## config.mk

```make
export PLATFORM = sky130hd
export DESIGN_NAME = alu
export DESIGN_NICKNAME = d
export VERILOG_FILES = /design/src/rtl/alu_pkg.sv /design/src/rtl/led7seg.sv /design/src/rtl/alu.sv
export SDC_FILE = /design/constraint.sdc
export NUM_CORES = 1
export LEC_CHECK = 0
export ABC_AREA = 1
export CORE_AREA = 4 4 41 43
export CTS_CLUSTER_SIZE = 8
export DETAILED_ROUTE_END_ITERATION = 6
export DIE_AREA = 0 0 45 47
export GPL_TIMING_DRIVEN = 0
export PLACE_DENSITY = 0.78
export SETUP_SLACK_MARGIN = 0.2
export SYNTH_ARGS = -nofsm -noshare
export SYNTH_HDL_FRONTEND = slang
export SYNTH_SLANG_ARGS = --single-unit
```

## constraint.sdc

```tcl
create_clock -name clk -period 1.69 [get_ports clk]
set_input_delay 0.169 -clock clk [delete_from_list [all_inputs] [get_ports clk]]
set_output_delay 0.169 -clock clk [all_outputs]
set_load 0.1 [all_outputs]
```

## src/rtl/alu_pkg.sv

```systemverilog
// ALU shared definitions: operation encoding and default datapath width.
// Imported by the alu core; the led7seg decoder has no dependency on it.
package alu_pkg;

    localparam int ALU_WIDTH = 4;

    typedef enum logic [1:0] {
        OP_ADD = 2'b00,
        OP_SUB = 2'b01,
        OP_AND = 2'b10,
        OP_OR  = 2'b11
    } op_e;

endpackage

```

## src/rtl/led7seg.sv

```systemverilog
// Hex to seven-segment decoder, active-high, bit0=a ... bit6=g.
// Purely combinational; all segments dark when en is low.
module led7seg (
    input  logic [3:0] in,
    input  logic       en,
    output logic [6:0] out
);

    // Map the nibble to its glyph, blanked when disabled
    always_comb begin
        out = 7'h00;
        if (en) begin
            unique case (in)
                4'h0: out = 7'h3F;
                4'h1: out = 7'h06;
                4'h2: out = 7'h5B;
                4'h3: out = 7'h4F;
                4'h4: out = 7'h66;
                4'h5: out = 7'h6D;
                4'h6: out = 7'h7D;
                4'h7: out = 7'h07;
                4'h8: out = 7'h7F;
                4'h9: out = 7'h6F;
                4'hA: out = 7'h77;
                4'hB: out = 7'h7C;
                4'hC: out = 7'h39;
                4'hD: out = 7'h5E;
                4'hE: out = 7'h79;
                4'hF: out = 7'h71;
            endcase
        end
    end

endmodule

```

## src/rtl/alu.sv

```systemverilog
// Single-stage registered ALU: ADD/SUB/AND/OR, one result per cycle.
// Define ALU_SEG_EN to add the seg port driven by a led7seg decoder.
module alu
    import alu_pkg::*;
#(
    parameter int WIDTH = ALU_WIDTH
) (
    input  logic             clk,
    input  logic             rst,
    input  logic [1:0]       op_in,
    input  logic [WIDTH-1:0] a_in,
    input  logic [WIDTH-1:0] b_in,
    input  logic             in_valid,
    output logic [WIDTH-1:0] out,
    output logic             out_valid
`ifdef ALU_SEG_EN
    ,
    output logic [6:0]       seg
`endif
);

    op_e              op;
    logic [WIDTH-1:0] res;

    assign op = op_e'(op_in);

    // Operation mux; carries and borrows wrap modulo 2^WIDTH
    always_comb begin
        res = '0;
        unique case (op)
            OP_ADD: res = a_in + b_in;
            OP_SUB: res = a_in - b_in;
            OP_AND: res = a_in & b_in;
            OP_OR:  res = a_in | b_in;
        endcase
    end

    // Result register; holds its value across idle cycles
    always_ff @(posedge clk) begin
        if (rst) begin
            out       <= '0;
            out_valid <= 1'b0;
        end else begin
            out_valid <= in_valid;
            if (in_valid) begin
                out <= res;
            end
        end
    end

`ifdef ALU_SEG_EN
    logic [3:0] nib;

    assign nib = 4'(out);

    led7seg u_seg (
        .in  (nib),
        .en  (out_valid),
        .out (seg)
    );
`endif

endmodule

```

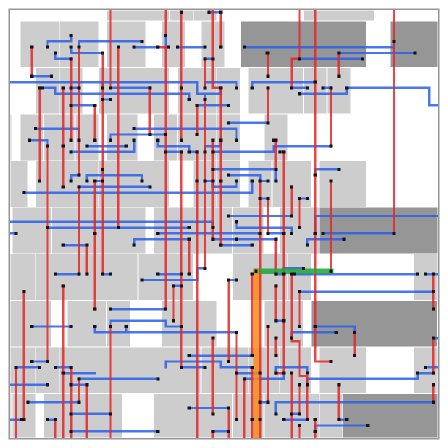
(zoomed window)
Region (10, 11) to (35, 36) um. Cells in grey, sequential cells in the stronger grey; small squares are vias.
Key: orange = M4; blue = M1; red = M2; green = M3
Netlist names of flops here include `out` (4). 60 logic cells have their middle in the window. Sequential cells in the window: 4. Most frequent: nand2_1 (9), inv_1 (6).

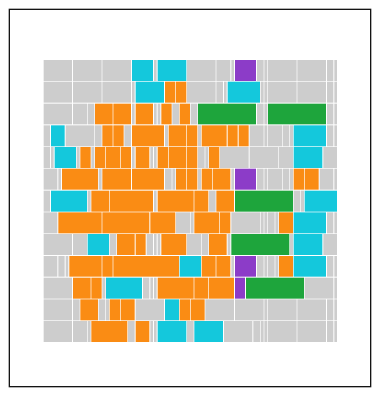
(placement by cell class)
Drawn at 8 px/um. Fill, decap, tap and diode cells in grey.
Key: orange = remaining logic cells [cells 66]; green = sequential cells [cells 5]; purple = clock drivers and dummy loads [cells 4]; cyan = remaining buffers and delay cells [cells 19]
Seq/total area: 13.1%
number of rows created at floorplan: 13
fin util: 58.6%

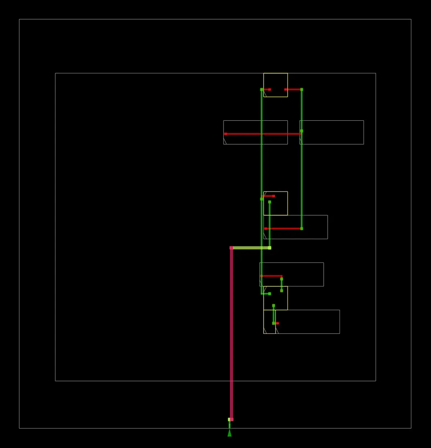
(clock routing)
number of flip-flops and latches: 5
Clock net power: 135 uW
number of clock buffers inserted by TritonCTS: 3
CLK BUF: 4
total number of clock tree sinks: 5

==> run summary <==
Implementation results. The run finished with clean final reports. In the final routed layout, each cell accounts on average for 10.3 um. Setup slack of the worst register-to-register path landed at 1.04 ns. Setup slack on the critical path of the routed design comes to 0.258 ns. Maximum number of pins on one net before global-route repair landed at 7. Final count of negative-setup-slack endpoints landed at 0. The floorplan step defined a die boundary enclosing 2120 sq um.

Post-layout minimum cycle time landed at 1.43 ns. Average via count per standard cell landed at 4.72. Non-clock buffer instance count of the final layout landed at 19. Post-route non-filler standard cell count landed at 109. Wire length reported by the detailed router landed at 1120 um. Yosys reported a register bit count of 5.

STA on the placed design reports a worst setup slack of -0.448 ns. met1 track demand over resource after global routing is 13.6%. Biggest fanout along the worst timing path landed at 4. Number of instances in the synthesized netlist landed at 71. The cell-mix breakdown from Yosys lists the XOR/XNOR area share as 1.78%. Number of top-level design ports landed at 18. Looking at the cell usage after synthesis, the top flip-flop cell is dfxtp_1. The critical path is of the input pin to register type. For the worst min-delay path, the startpoint reported by OpenROAD is b_in[1].
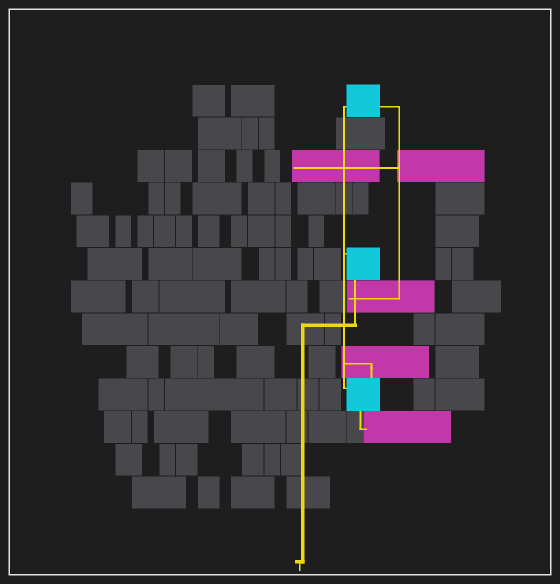
(clock wires, drivers and flops)
Drawn at 12 px/um.
Key: magenta = flip-flops [count 5]; yellow = clock wires [length 94.8 um]; cyan = clock-net drivers [count 3]
There are 4 routed clock nets.
Clk network pwr share: 26.4%
Final Skew: 0 ns
Late-Pin Clk Latency: 0.24 ns

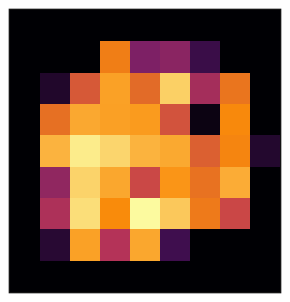
(placement density heat map)
Drawn at 6 px/um. The die is cut into 9 by 9 equal tiles; black is low, pale yellow is high, 0 to 100% covered.
The emptiest ninth of the die: upper left. The fullest tile reaches 99%. 44% of the tiles are nearly empty. The mean over all tiles is 35%. The densest ninth of the die: centre.
area of the core: 1300 sq um
Core Util at FP: 37.8%

-- power breakdown --
| part | total, mW | internal [mW] | switching (mW) |
|---|---|---|---|
| registers | 0.131 | 0.128 | 0.00355 |
| clock network | 0.135 | 0.0891 | 0.0461 |
| logic | 0.246 | 0.0878 | 0.158 |
-- worst max-delay path, stage by stage --
cell and delay, ns:
buf_4 0.13, inv_4 0.06, ha_2 0.17, a21oi_2 0.04, xnor2_1 0.12, ha_1 0.34
nand2_1 0.09, nand2_2 0.06, nor2_4 0.10, inv_1 0.04, nand2_1 0.05, nand3_1 0.07
nand2_1 0.07, a21oi_2 0.04
Power is estimated from default activity; no workload was simulated.
